--- src/rtl/dac_out_pkg.sv ---
// Shared types for the multi-channel DAC output stage: sequencer states, mode codes
// and the mid-scale offset helper.
package dac_out_pkg;

    typedef enum logic [2:0] {
        IDLE,
        MIX,
        CLAMP,
        RING,
        OFFSET,
        SEND,
        ACK,
        DONE
    } state_t;

    localparam logic [1:0] MODE_DIRECT = 2'd0;
    localparam logic [1:0] MODE_MIX    = 2'd1;
    localparam logic [1:0] MODE_RING   = 2'd2;

    function automatic int dac_offset(input int dac_bits);
        return (1 << (dac_bits - 1)) - 1;
    endfunction

endpackage

--- src/rtl/dac_multi_channel_sender_if.sv ---
// Frame input and serialiser handshake bundle of the multi-channel DAC sender.
// slave = the sender itself, master = the mixer/serialiser side driving it.
interface dac_multi_channel_sender_if #(
    parameter int NUM_CH   = 2,
    parameter int IN_WIDTH = 32,
    parameter int DAC_BITS = 16,
    parameter int CMD_BITS = 8
);
    logic                         i_Start;
    logic [NUM_CH*IN_WIDTH-1:0]   i_Samples;
    logic [1:0]                   i_Mode;
    logic                         i_DAC_Ready;
    logic [CMD_BITS+DAC_BITS-1:0] o_Data;
    logic                         o_Send;
    logic                         o_Busy;

    modport master (
        output i_Start, i_Samples, i_Mode, i_DAC_Ready,
        input  o_Data, o_Send, o_Busy
    );

    modport slave (
        input  i_Start, i_Samples, i_Mode, i_DAC_Ready,
        output o_Data, o_Send, o_Busy
    );
endinterface

--- src/rtl/dac_sample_conditioner.sv ---
// One channel of the sender datapath: saturating capture, external load, clamp, offset.
// With DAC_CLIP_DETECT_EN defined it also reports when the clamp altered the sample.
module dac_sample_conditioner
    import dac_out_pkg::*;
#(
    parameter int IN_WIDTH = 32,
    parameter int DAC_BITS = 16,
    parameter int IN_SHIFT = 2,
    localparam int W = DAC_BITS + 4
) (
    input  logic                       i_Clock,
    input  logic                       i_Reset,
    input  logic                       i_Capture,
    input  logic signed [IN_WIDTH-1:0] i_Sample,
    input  logic                       i_Load,
    input  logic signed [W-1:0]        i_Load_Value,
    input  logic                       i_Clamp,
    input  logic                       i_Offset,
`ifdef DAC_CLIP_DETECT_EN
    output logic                       o_Clamped,
`endif
    output logic signed [W-1:0]        o_Value
);
    localparam int OFFSET_CODE = dac_offset(DAC_BITS);
    localparam logic signed [W-1:0] POS_LIM = W'(OFFSET_CODE);
    localparam logic signed [W-1:0] NEG_LIM = -POS_LIM;
    localparam logic signed [W-1:0] W_MAX = {1'b0, {(W-1){1'b1}}};
    localparam logic signed [W-1:0] W_MIN = {1'b1, {(W-1){1'b0}}};
    localparam logic signed [IN_WIDTH-1:0] IN_MAX = IN_WIDTH'(W_MAX);
    localparam logic signed [IN_WIDTH-1:0] IN_MIN = IN_WIDTH'(W_MIN);

    logic signed [IN_WIDTH-1:0] shifted;
    logic signed [W-1:0]        captured;
    logic signed [W-1:0]        clamped;
    logic                       over;
    logic                       under;

    always_comb begin
        shifted = i_Sample >>> IN_SHIFT;
        if (shifted > IN_MAX)
            captured = W_MAX;
        else if (shifted < IN_MIN)
            captured = W_MIN;
        else
            captured = shifted[W-1:0];
        over    = (o_Value > POS_LIM);
        under   = (o_Value < NEG_LIM);
        clamped = over ? POS_LIM : (under ? NEG_LIM : o_Value);
    end

    // After the clamp the value lies in +/-OFFSET, so adding OFFSET cannot leave 0..2*OFFSET.
    always_ff @(posedge i_Clock) begin
        if (i_Reset)
            o_Value <= '0;
        else if (i_Capture)
            o_Value <= captured;
        else if (i_Load)
            o_Value <= i_Load_Value;
        else if (i_Clamp)
            o_Value <= clamped;
        else if (i_Offset)
            o_Value <= o_Value + POS_LIM;
    end

`ifdef DAC_CLIP_DETECT_EN
    assign o_Clamped = i_Clamp && (over || under);
`endif

endmodule

--- src/rtl/dac_multi_channel_sender.sv ---
// Conditions NUM_CH signed samples per frame and sends each as a {prefix, code} SPI word.
// Optional sticky per-channel clip flags are built when DAC_CLIP_DETECT_EN is defined.
module dac_multi_channel_sender
    import dac_out_pkg::*;
#(
    parameter int                NUM_CH   = 2,
    parameter int                IN_WIDTH = 32,
    parameter int                DAC_BITS = 16,
    parameter int                IN_SHIFT = 2,
    parameter int                CMD_BITS = 8,
    parameter logic [CMD_BITS-1:0] CMD_BASE = 8'h31
) (
    input  logic                      i_Clock,
    input  logic                      i_Reset,
`ifdef DAC_CLIP_DETECT_EN
    input  logic                      i_Clip_Clear,
    output logic [NUM_CH-1:0]         o_Clip,
`endif
    dac_multi_channel_sender_if.slave bus
);
    // state  | meaning
    // IDLE   | waiting for i_Start with the serialiser ready
    // MIX    | ch0 <= saturated sum of all channels
    // CLAMP  | every channel limited to +/-OFFSET
    // RING   | last channel <= (ch0*ch1) >>> (DAC_BITS-1)
    // OFFSET | every channel shifted to unsigned DAC code
    // SEND   | o_Data <= word for channel idx, raise o_Send
    // ACK    | hold o_Send until the serialiser drops ready
    // DONE   | wait for ready, then next channel or back to IDLE

    localparam int W      = DAC_BITS + 4;
    localparam int IDX_W  = $clog2(NUM_CH);
    localparam int SUM_W  = W + IDX_W;
    localparam logic signed [W-1:0]     W_MAX   = {1'b0, {(W-1){1'b1}}};
    localparam logic signed [W-1:0]     W_MIN   = {1'b1, {(W-1){1'b0}}};
    localparam logic signed [SUM_W-1:0] SUM_MAX = SUM_W'(W_MAX);
    localparam logic signed [SUM_W-1:0] SUM_MIN = SUM_W'(W_MIN);

    state_t                       state, state_next;
    logic [IDX_W-1:0]             idx, idx_next;
    logic [1:0]                   mode_q, mode_next;
    logic                         send_q, send_next;
    logic                         busy_q, busy_next;
    logic [CMD_BITS+DAC_BITS-1:0] data_q, data_next;
    logic                         capture, mix_load, clamp_en, ring_load, offset_en;

    logic signed [W-1:0]          ch_val [NUM_CH];
    logic signed [SUM_W-1:0]      mix_sum;
    logic                         mix_hi, mix_lo;
    logic signed [W-1:0]          mix_val;
    logic signed [2*W-1:0]        ring_prod;
    logic signed [W-1:0]          ring_val;
`ifdef DAC_CLIP_DETECT_EN
    logic [NUM_CH-1:0]            ch_clamped;
    logic [NUM_CH-1:0]            clip_set;
`endif

    always_comb begin
        mix_sum = '0;
        for (int i = 0; i < NUM_CH; i++)
            mix_sum = mix_sum + SUM_W'(ch_val[i]);
    end

    assign mix_hi    = (mix_sum > SUM_MAX);
    assign mix_lo    = (mix_sum < SUM_MIN);
    assign mix_val   = mix_hi ? W_MAX : (mix_lo ? W_MIN : mix_sum[W-1:0]);
    // Operands are already clamped, so the shifted product stays inside +/-OFFSET.
    assign ring_prod = ch_val[0] * ch_val[1];
    assign ring_val  = W'(ring_prod >>> (DAC_BITS - 1));

    for (genvar g = 0; g < NUM_CH; g++) begin : g_ch
        dac_sample_conditioner #(
            .IN_WIDTH (IN_WIDTH),
            .DAC_BITS (DAC_BITS),
            .IN_SHIFT (IN_SHIFT)
        ) u_cond (
            .i_Clock      (i_Clock),
            .i_Reset      (i_Reset),
            .i_Capture    (capture),
            .i_Sample     (bus.i_Samples[g*IN_WIDTH +: IN_WIDTH]),
            .i_Load       (((g == 0) && mix_load) || ((g == NUM_CH - 1) && ring_load)),
            .i_Load_Value ((g == 0) ? mix_val : ring_val),
            .i_Clamp      (clamp_en),
            .i_Offset     (offset_en),
`ifdef DAC_CLIP_DETECT_EN
            .o_Clamped    (ch_clamped[g]),
`endif
            .o_Value      (ch_val[g])
        );
    end

    always_comb begin
        state_next = state;
        idx_next   = idx;
        mode_next  = mode_q;
        send_next  = send_q;
        busy_next  = busy_q;
        data_next  = data_q;
        capture    = 1'b0;
        mix_load   = 1'b0;
        clamp_en   = 1'b0;
        ring_load  = 1'b0;
        offset_en  = 1'b0;
        unique case (state)
            IDLE: begin
                if (bus.i_Start && bus.i_DAC_Ready) begin
                    capture    = 1'b1;
                    mode_next  = bus.i_Mode;
                    busy_next  = 1'b1;
                    idx_next   = '0;
                    state_next = (bus.i_Mode == MODE_MIX) ? MIX : CLAMP;
                end
            end
            MIX: begin
                mix_load   = 1'b1;
                state_next = CLAMP;
            end
            CLAMP: begin
                clamp_en   = 1'b1;
                state_next = ((mode_q == MODE_RING) && (NUM_CH >= 2)) ? RING : OFFSET;
            end
            RING: begin
                ring_load  = 1'b1;
                state_next = OFFSET;
            end
            OFFSET: begin
                offset_en  = 1'b1;
                state_next = SEND;
            end
            SEND: begin
                data_next  = {CMD_BASE + CMD_BITS'(idx), ch_val[idx][DAC_BITS-1:0]};
                send_next  = 1'b1;
                state_next = ACK;
            end
            ACK: begin
                if (!bus.i_DAC_Ready) begin
                    send_next  = 1'b0;
                    state_next = DONE;
                end
            end
            DONE: begin
                if (bus.i_DAC_Ready) begin
                    if (idx == IDX_W'(NUM_CH - 1)) begin
                        idx_next   = '0;
                        busy_next  = 1'b0;
                        state_next = IDLE;
                    end else begin
                        idx_next   = idx + 1'b1;
                        state_next = SEND;
                    end
                end
            end
            default: state_next = IDLE;
        endcase
    end

    always_ff @(posedge i_Clock) begin
        if (i_Reset) begin
            state  <= IDLE;
            idx    <= '0;
            mode_q <= MODE_DIRECT;
            send_q <= 1'b0;
            busy_q <= 1'b0;
            data_q <= '0;
        end else begin
            state  <= state_next;
            idx    <= idx_next;
            mode_q <= mode_next;
            send_q <= send_next;
            busy_q <= busy_next;
            data_q <= data_next;
        end
    end

    assign bus.o_Send = send_q;
    assign bus.o_Busy = busy_q;
    assign bus.o_Data = data_q;

`ifdef DAC_CLIP_DETECT_EN
    always_comb begin
        clip_set    = ch_clamped;
        clip_set[0] = ch_clamped[0] | (mix_load & (mix_hi | mix_lo));
    end

    // A new clip event in the same cycle as a clear is kept.
    always_ff @(posedge i_Clock) begin
        if (i_Reset)
            o_Clip <= '0;
        else
            o_Clip <= (o_Clip & {NUM_CH{~i_Clip_Clear}}) | clip_set;
    end
`endif

endmodule

--- src/flat_wrapper.sv ---
// flat-port wrapper written by rule: the top's interface ports become plain ports
module dac_multi_channel_sender_flat import dac_out_pkg::*;
#(
    parameter int                NUM_CH   = 2,
    parameter int                IN_WIDTH = 32,
    parameter int                DAC_BITS = 16,
    parameter int                IN_SHIFT = 2,
    parameter int                CMD_BITS = 8,
    parameter logic [CMD_BITS-1:0] CMD_BASE = 8'h31
)
  (i_Clock, i_Reset, bus_i_Start, bus_i_Samples, bus_i_Mode, bus_i_DAC_Ready, bus_o_Data, bus_o_Send, bus_o_Busy);
  dac_multi_channel_sender_if #(.NUM_CH(NUM_CH), .IN_WIDTH(IN_WIDTH), .DAC_BITS(DAC_BITS), .CMD_BITS(CMD_BITS)) bus_i ();
  input  logic i_Clock;
  input  logic i_Reset;
  input wire logic [$bits(bus_i.i_Start)-1:0] bus_i_Start;
  input wire logic [$bits(bus_i.i_Samples)-1:0] bus_i_Samples;
  input wire logic [$bits(bus_i.i_Mode)-1:0] bus_i_Mode;
  input wire logic [$bits(bus_i.i_DAC_Ready)-1:0] bus_i_DAC_Ready;
  output wire logic [$bits(bus_i.o_Data)-1:0] bus_o_Data;
  output wire logic [$bits(bus_i.o_Send)-1:0] bus_o_Send;
  output wire logic [$bits(bus_i.o_Busy)-1:0] bus_o_Busy;
  assign bus_i.i_Start = bus_i_Start;
  assign bus_i.i_Samples = bus_i_Samples;
  assign bus_i.i_Mode = bus_i_Mode;
  assign bus_i.i_DAC_Ready = bus_i_DAC_Ready;
  assign bus_o_Data = bus_i.o_Data;
  assign bus_o_Send = bus_i.o_Send;
  assign bus_o_Busy = bus_i.o_Busy;
  dac_multi_channel_sender #(.NUM_CH(NUM_CH), .IN_WIDTH(IN_WIDTH), .DAC_BITS(DAC_BITS), .IN_SHIFT(IN_SHIFT), .CMD_BITS(CMD_BITS), .CMD_BASE(CMD_BASE)) u_core (.i_Clock(i_Clock), .i_Reset(i_Reset), .bus(bus_i));
endmodule
--- config.mk ---
export PLATFORM = sky130hd
export DESIGN_NAME = dac_multi_channel_sender_flat
export DESIGN_NICKNAME = d
export VERILOG_FILES = /design/src/rtl/dac_out_pkg.sv /design/src/rtl/dac_multi_channel_sender_if.sv /design/src/rtl/dac_sample_conditioner.sv /design/src/rtl/dac_multi_channel_sender.sv /design/src/flat_wrapper.sv
export SDC_FILE = /design/constraint.sdc
export NUM_CORES = 1
export LEC_CHECK = 0
export CAP_MARGIN = 20
export CORE_ASPECT_RATIO = 1.2
export CORE_MARGIN = 2
export CORE_UTILIZATION = 45
export CTS_BUF_LIST = sky130_fd_sc_hd__clkbuf_16
export DETAILED_ROUTE_END_ITERATION = 6
export RECOVER_POWER = 25
export SLEW_MARGIN = 10
export SYNTH_ARGS = -nofsm -noshare
export SYNTH_HDL_FRONTEND = slang
export SYNTH_HIERARCHICAL = 1
export SYNTH_SLANG_ARGS = --single-unit
--- constraint.sdc ---
create_clock -name i_Clock -period 10.23 [get_ports i_Clock]
set_input_delay 1.023 -clock i_Clock [delete_from_list [all_inputs] [get_ports i_Clock]]
set_output_delay 1.023 -clock i_Clock [all_outputs]
set_load 0.01 [all_outputs]
Fig. 1: run 1, signal metal coverage by tile
Scale: 1.5 px per um. 19 x 23 tiles, from black (low) to pale yellow (high), scaled to the fullest tile. Values are wire area over tile area, all layers added.
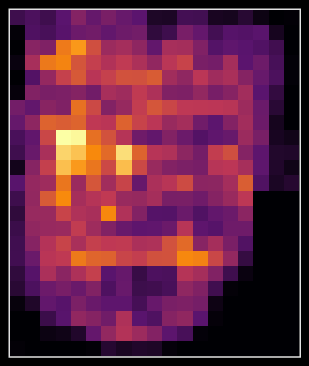
densest ninth of the die: middle left
fullest tile: 0.67
nearly empty tiles: 17%
emptiest ninth of the die: lower right

Fig. 2: run 1, cells by drive strength
Scale: 2 px per um.
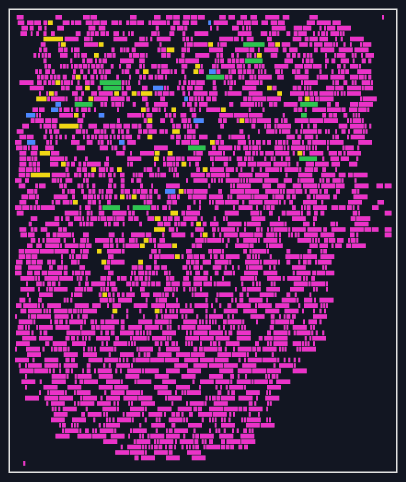
[green] x6 and larger | cells: 12 | share: 0.51%
[yellow] x3 and x4 | cells: 64 | share: 2.7%
[magenta] x1 and smaller | cells: 2255 | share: 96%
[blue] x2 | cells: 12 | share: 0.51%

Fig. 3: run 1, M3 wires
Scale: 2 px per um.
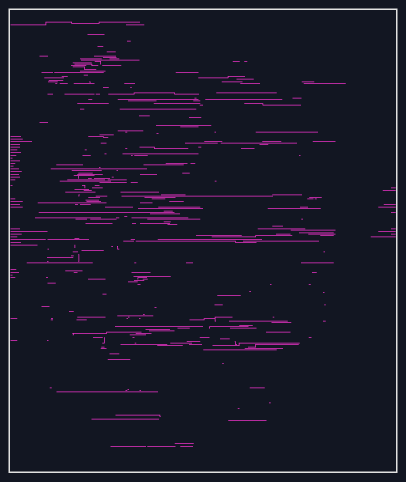
wire length on this layer: 3240 um
share of all routed wire: 5.7%
longest straight run: 75.4 um

==> notes.md, run 1 <==
Summary of the current implementation state.

- Entering global routing, the biggest net connects 67 pins.
- The via total after detailed routing is 15872, for reference.
- The layout contains a multi-input combinational cell count of 1624.
- The final tally of setup violations is 0, for reference.
- For this block, the routed nets add up to 56.4 mm of wire.
- The dominant cell type by area after synthesis is sky130_fd_sc_hd__fa_1, for reference.
- The I/O pin total is 96, for reference.
- The quantity of hold-fixing buffers added after cts is 0, for reference.
- The root buffer cell chosen for the clock tree is sky130_fd_sc_hd__clkbuf_16.
- The biggest fanout along the worst timing path is 17, for reference.
- The top register by number of flip-flops is u_core/g_ch.u_cond/o_Value, for reference.
- The layer flagged by global routing as most heavily used is met2.
- Tap insertion was completed with 552 tapcells.
- Measured along the y axis, the die boundary spans 231 um.
- Synthesis produced 2307 cells.
- Detailed routing placed a total of 27.3 mm of wire on met2.
- The initial antenna violation count is 0, for reference.
- The total negative slack is 0 ps, for reference.
- On met2, the global router reports a usage of 44.7%.
- The report lists the power per cell area as 193 mW/mm2.
- The AND-OR/OR-AND share of the synthesized area is 12.0%, for reference.
- The total global routing track utilization is 26.9%, for reference.
- The largest registers in the layout are u_core/g_ch.u_cond/o_Value x40, u_core/bus.o_Data x19, u_core/state x3.
- For this run, the detailed router's first-pass iteration total came to 6.
- At the end of the flow, the number of nets in the layout was 2900.
- The first global-routing pass estimated 91.8 mm of wire.
- The fraction of synthesized cell area taken by the top area cell type is 38.6%, for reference.
- The violation count after the first detailed-routing iteration is 1025, for reference.
- The run reported a max-capacitance violation count of 1.
- The flip-flop and latch count after synthesis is 67, for reference.
- On the critical path the data arrives at 8730 ps.
- The final hold slack is 471 ps, for reference.
- The flow measured a signed area growth from synthesis to layout of 9.33%.
- The uppermost layer routed is met4, for reference.
- The area share of and/or/nand/nor cells after synthesis is 17.8%, for reference.
- CTS added clock buffers totalling 9.
- The count of buffers not belonging to the clock network in the layout is 138, for reference.
- The mapped cell area is 0.0193 mm2, for reference.
- The number of buffers inserted to repair setup after CTS is 0, for reference.
- The count of inverters other than clock inverters in the layout is 498, for reference.
- Once the clock tree was built, the resizer swapped 0 gates to a different size.
- The prevailing logic family in the synthesized netlist is adder cells, for reference.
- The flow ran to the end, but the final reports show violations.
- In the finished design, the share of the clock period the worst path needs comes to 83.0%.
- Per the post-synthesis stats, the area per cell is 8.36 um2.
- The top cell type in the final layout, fill and taps aside, is sky130_fd_sc_hd__inv_1.
- In the final routing, the length of wire on met1 measures 23.3 mm.
- The end point of the critical path is u_core/g_ch[1].u_cond/o_Value[18], for reference.
- The async set-or-reset flop fraction in the synthesized netlist is 0%, for reference.
- The antenna diode instance count is 0, for reference.
- The number of cells traversed by the worst register-to-register path is 26, for reference.
- Per the detail_route report, vias per standard cell equal 5.48.
- The worst-case clock buffer depth is 2, for reference.
- The final timing report lists a max-slew violation count of 67.
- The final reports fail on max-capacitance violations, max-slew violations.
- The worst-case vdd ir drop is 0.108 mV, for reference.
- The via count of the first global-routing pass was 16784.
- The type of the worst setup path is reg2reg, for reference.
- Ranked by instance count, the synthesized netlist is headed by 498 x sky130_fd_sc_hd__inv_1, 372 x sky130_fd_sc_hd__fa_1, 221 x sky130_fd_sc_hd__and2_1.
- The buffer_ports step reported a buffer count of 87.
- The worst relative slew slack is -137%, for reference.
- Setup repair after global routing left no endpoint under its margin.
- The layout buffering overhead excluding clock cells is 5.91%, for reference.
- The global routing usage on met3 is 3.69%, for reference.
- The floorplan has 83 rows.
- Leaving out fill and tap cells, the most frequent cells in the layout are 498 x sky130_fd_sc_hd__inv_1, 372 x sky130_fd_sc_hd__fa_1, 221 x sky130_fd_sc_hd__and2_1.
- The total chip power is 4.08 mW, for reference.
==> run 1: critical path, stage by stage, from the launching register on <==
cell and delay, ps:
sky130_fd_sc_hd__dfxtp_1 890, sky130_fd_sc_hd__buf_4 360, sky130_fd_sc_hd__and2_1 180, sky130_fd_sc_hd__fa_1 420, sky130_fd_sc_hd__fa_1 530, sky130_fd_sc_hd__inv_1 60
sky130_fd_sc_hd__fa_1 520, sky130_fd_sc_hd__inv_1 50, sky130_fd_sc_hd__fa_1 520, sky130_fd_sc_hd__fa_1 460, sky130_fd_sc_hd__fa_1 550, sky130_fd_sc_hd__inv_1 50
sky130_fd_sc_hd__fa_1 540, sky130_fd_sc_hd__inv_1 40, sky130_fd_sc_hd__ha_1 340, sky130_fd_sc_hd__a21oi_1 140, sky130_fd_sc_hd__nand2_1 80, sky130_fd_sc_hd__o32ai_1 260
sky130_fd_sc_hd__a21oi_1 190, sky130_fd_sc_hd__a21oi_1 430, sky130_fd_sc_hd__o21a_1 250, sky130_fd_sc_hd__nand2_1 100, sky130_fd_sc_hd__o311ai_0 680, sky130_fd_sc_hd__o21ai_0 270
sky130_fd_sc_hd__nor3_1 180, sky130_fd_sc_hd__o21ai_0 110, sky130_fd_sc_hd__a21oi_1 140
==> run 1: power by group <==
part | total [mW] | leakage [nW] | internal [mW] | switching (mW)
logic | 3.28 | 9.35 | 1.27 | 2.00
clock network | 0.354 | 0.147 | 0.213 | 0.141
registers | 0.445 | 0.548 | 0.304 | 0.141
total | 4.08 | 10.0 | 1.79 | 2.28
Fig. 4: run 1, clock routing
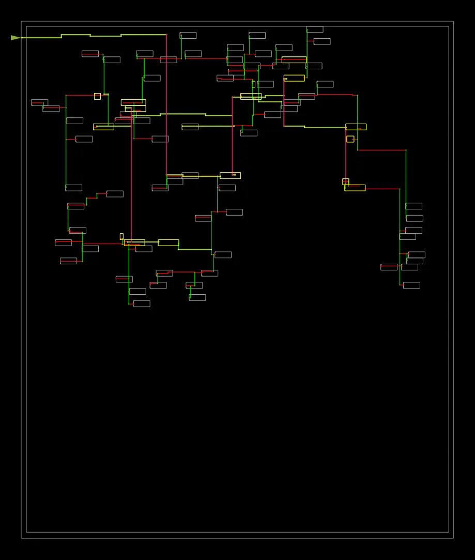

==> run 2, diff against run 1 <==
Clock period 10.23 ns to 7.7 ns, I/O delays scaled along.
Fig. 5: run 2, clock routing
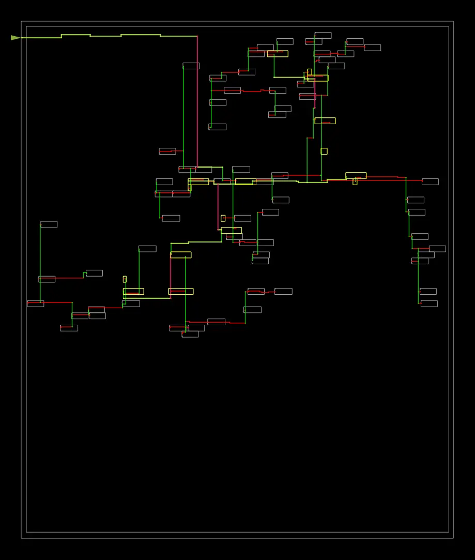
clock sink total: 67
CTS buffer count: 9

Fig. 6: run 2, signal metal coverage by tile
Scale: 1.5 px per um. 19 x 23 tiles, from black (low) to pale yellow (high), scaled to the fullest tile. Values are wire area over tile area, all layers added.
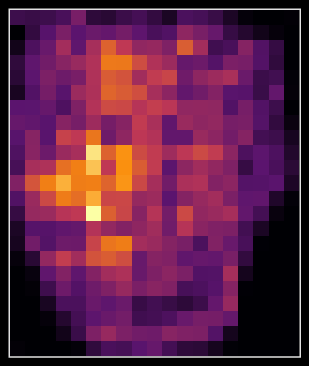
nearly empty tiles: 14%
tiles over half the peak: 14%
emptiest ninth of the die: lower right
mean over tiles: 0.21
fullest tile: 0.72

==> notes.md, run 2 <==
Summary of the current implementation state.

- The run finished with clean final reports.
- The number of maximum-capacitance violations came to 0 (-1).
- The part of the total power dissipated in sequential elements came to 10.8% (about the same).
- The wire length of the first global-routing pass came to 92.7 mm (+1.0%).
- The final cycle utilization of the critical path was 96.2% (+13 points).
- The total chip power is 5.56 mW (+36%).
- The antenna diode instance count is 0 (unchanged), for reference.
- The cell type of the slowest stage on the worst timing path is sky130_fd_sc_hd__dfxtp_1, for reference.
- The mapped cell area is 0.0193 mm2 (unchanged), for reference.
- The worst-case vdd ir drop came to 0.162 mV (+49%).
- The number of buffers and inverters on the critical path is 3 (-2), for reference.
- The number of cells traversed by the worst register-to-register path is 23 (-12%), for reference.
- The total of buffers placed on input and output ports is 87 (unchanged).
- The area growth from synthesis to layout is 11.7%, for reference.
- The top logic cell by instance count in the layout is sky130_fd_sc_hd__inv_1, for reference.
- The wire length on met1 is 23.3 mm (about the same), for reference.
- By count the netlist is led by 498 x sky130_fd_sc_hd__inv_1, 372 x sky130_fd_sc_hd__fa_1, 221 x sky130_fd_sc_hd__and2_1.
- The top register by number of flip-flops is u_core/g_ch.u_cond/o_Value, for reference.
- The post-synthesis cell count came to 2307 (unchanged).
- The data arrival at the endpoint of the critical path is 7670 ps (-1060 ps).
- The largest net degree at the start of global routing was 67 (unchanged).
- The global routing usage on met3 is 3.30% (-0.40 points).
- The delay of the slowest cell on the worst path is 840 ps (-50 ps), for reference.
- The switching portion of total power is 55.3% (-0.73 points), for reference.
- The largest registers in the layout are u_core/g_ch.u_cond/o_Value x40, u_core/bus.o_Data x19, u_core/state x3.
- The power per unit of standard cell area is 258 mW/mm2 (+34%), for reference.
- The met2 layer wire length in the routed design is 29.2 mm (+6.7%), for reference.
- The synthesized area divided by synthesized cell count was 8.36 um2 (unchanged).
- Walking the worst path, the cells encountered are and2_1, fa_1, fa_1, fa_1, fa_1, fa_1, fa_1, inv_1, fa_1, inv_1, ha_1, a21o_1, a21o_1, nand2_1, nand2_1, a21oi_1, buf_4, o21ai_0, o41ai_1, xnor2_1, o21ai_0, a211o_1, a311oi_1.
- The mean number of vias per cell is 5.42 (-1.2%), for reference.
- The cell type group with the largest total delay on the critical path is adder cells, for reference.
- The violation count after the first detailed-routing iteration is 974 (-5.0%), for reference.
- The total detailed-routing wirelength is 57.8 mm (+2.4%).
- The worst relative slew slack came to 32.2% (+170 points).
- The layer with the highest usage after global routing is met2, for reference.
- The count of cells resized by post-cts repair is 0 (unchanged), for reference.
- The uppermost layer routed is met4, for reference.
- The cell at the root of the clock tree is sky130_fd_sc_hd__clkbuf_16, for reference.
- The net switching component of the power is 3.08 mW (+35%), for reference.
- The internal power was 2.49 mW (+39%).
==> run 2: cell counts after synthesis <==
No cell type changed its count.
==> run 2: how the worst max path moves through the flow <==
stage          slack [ps]  cells after the start                           endpoint
4_1_cts               150                     27  u_core/g_ch[1].u_cond/o_Value[18]
3_3_place_gp          250                     28  u_core/g_ch[1].u_cond/o_Value[16]
5_1_grt               -50                     27  u_core/g_ch[1].u_cond/o_Value[16]
6_report              290                     23  u_core/g_ch[1].u_cond/o_Value[15]
2_1_floorplan         600                     26  u_core/g_ch[1].u_cond/o_Value[16]
3_5_place_dp          150                     27  u_core/g_ch[1].u_cond/o_Value[18]
==> run 2: final cells by class <==
cell class	instances	share of cell area, %
clock inverter	7	0.279
timing repair buffer	196	8.00
clock buffer	9	1.05
tap	552	3.21
multi-input combinational	1624	72.5
inverter	498	8.68
sequential	67	6.30
==> run 2: cells by family after synthesis <==
| kind of cell | after synthesis | share of synthesized area [%] |
|---|---|---|
| flops | 67 | 6.96 |
| simple gates | 675 | 17.8 |
| other cells | 1 | 0.0194 |
| xor+xnor | 72 | 3.27 |
| fa+ha+maj | 493 | 46.5 |
| buf+inv | 619 | 12.3 |
| compound gates | 358 | 12.0 |
| mux | 22 | 1.19 |
==> run 2: metrics by stage <==
stage	instances	TNS (ps)	utilization [%]	hold slack, ps
3_3_place_gp	2935	0	49.8	452
5_1_grt	2953	-149	50.6	491
3_5_place_dp	2935	0	49.8	454
4_1_cts	2951	0	50.5	468
2_1_floorplan	2310	0	-	445
6_report	2953	0	50.6	459
==> run 2: power by group through the flow <==
stage	registers [mW]	clock network (mW)	logic, mW
finish	0.599	0.421	4.54
global route	0.604	0.447	5.16
CTS	0.591	0.428	4.56
detailed placement	0.598	0	4.53
global placement	0.595	0	4.45
floorplan	0.502	0	3.16
No activity file was given, so power comes from the tool's default toggle rates.
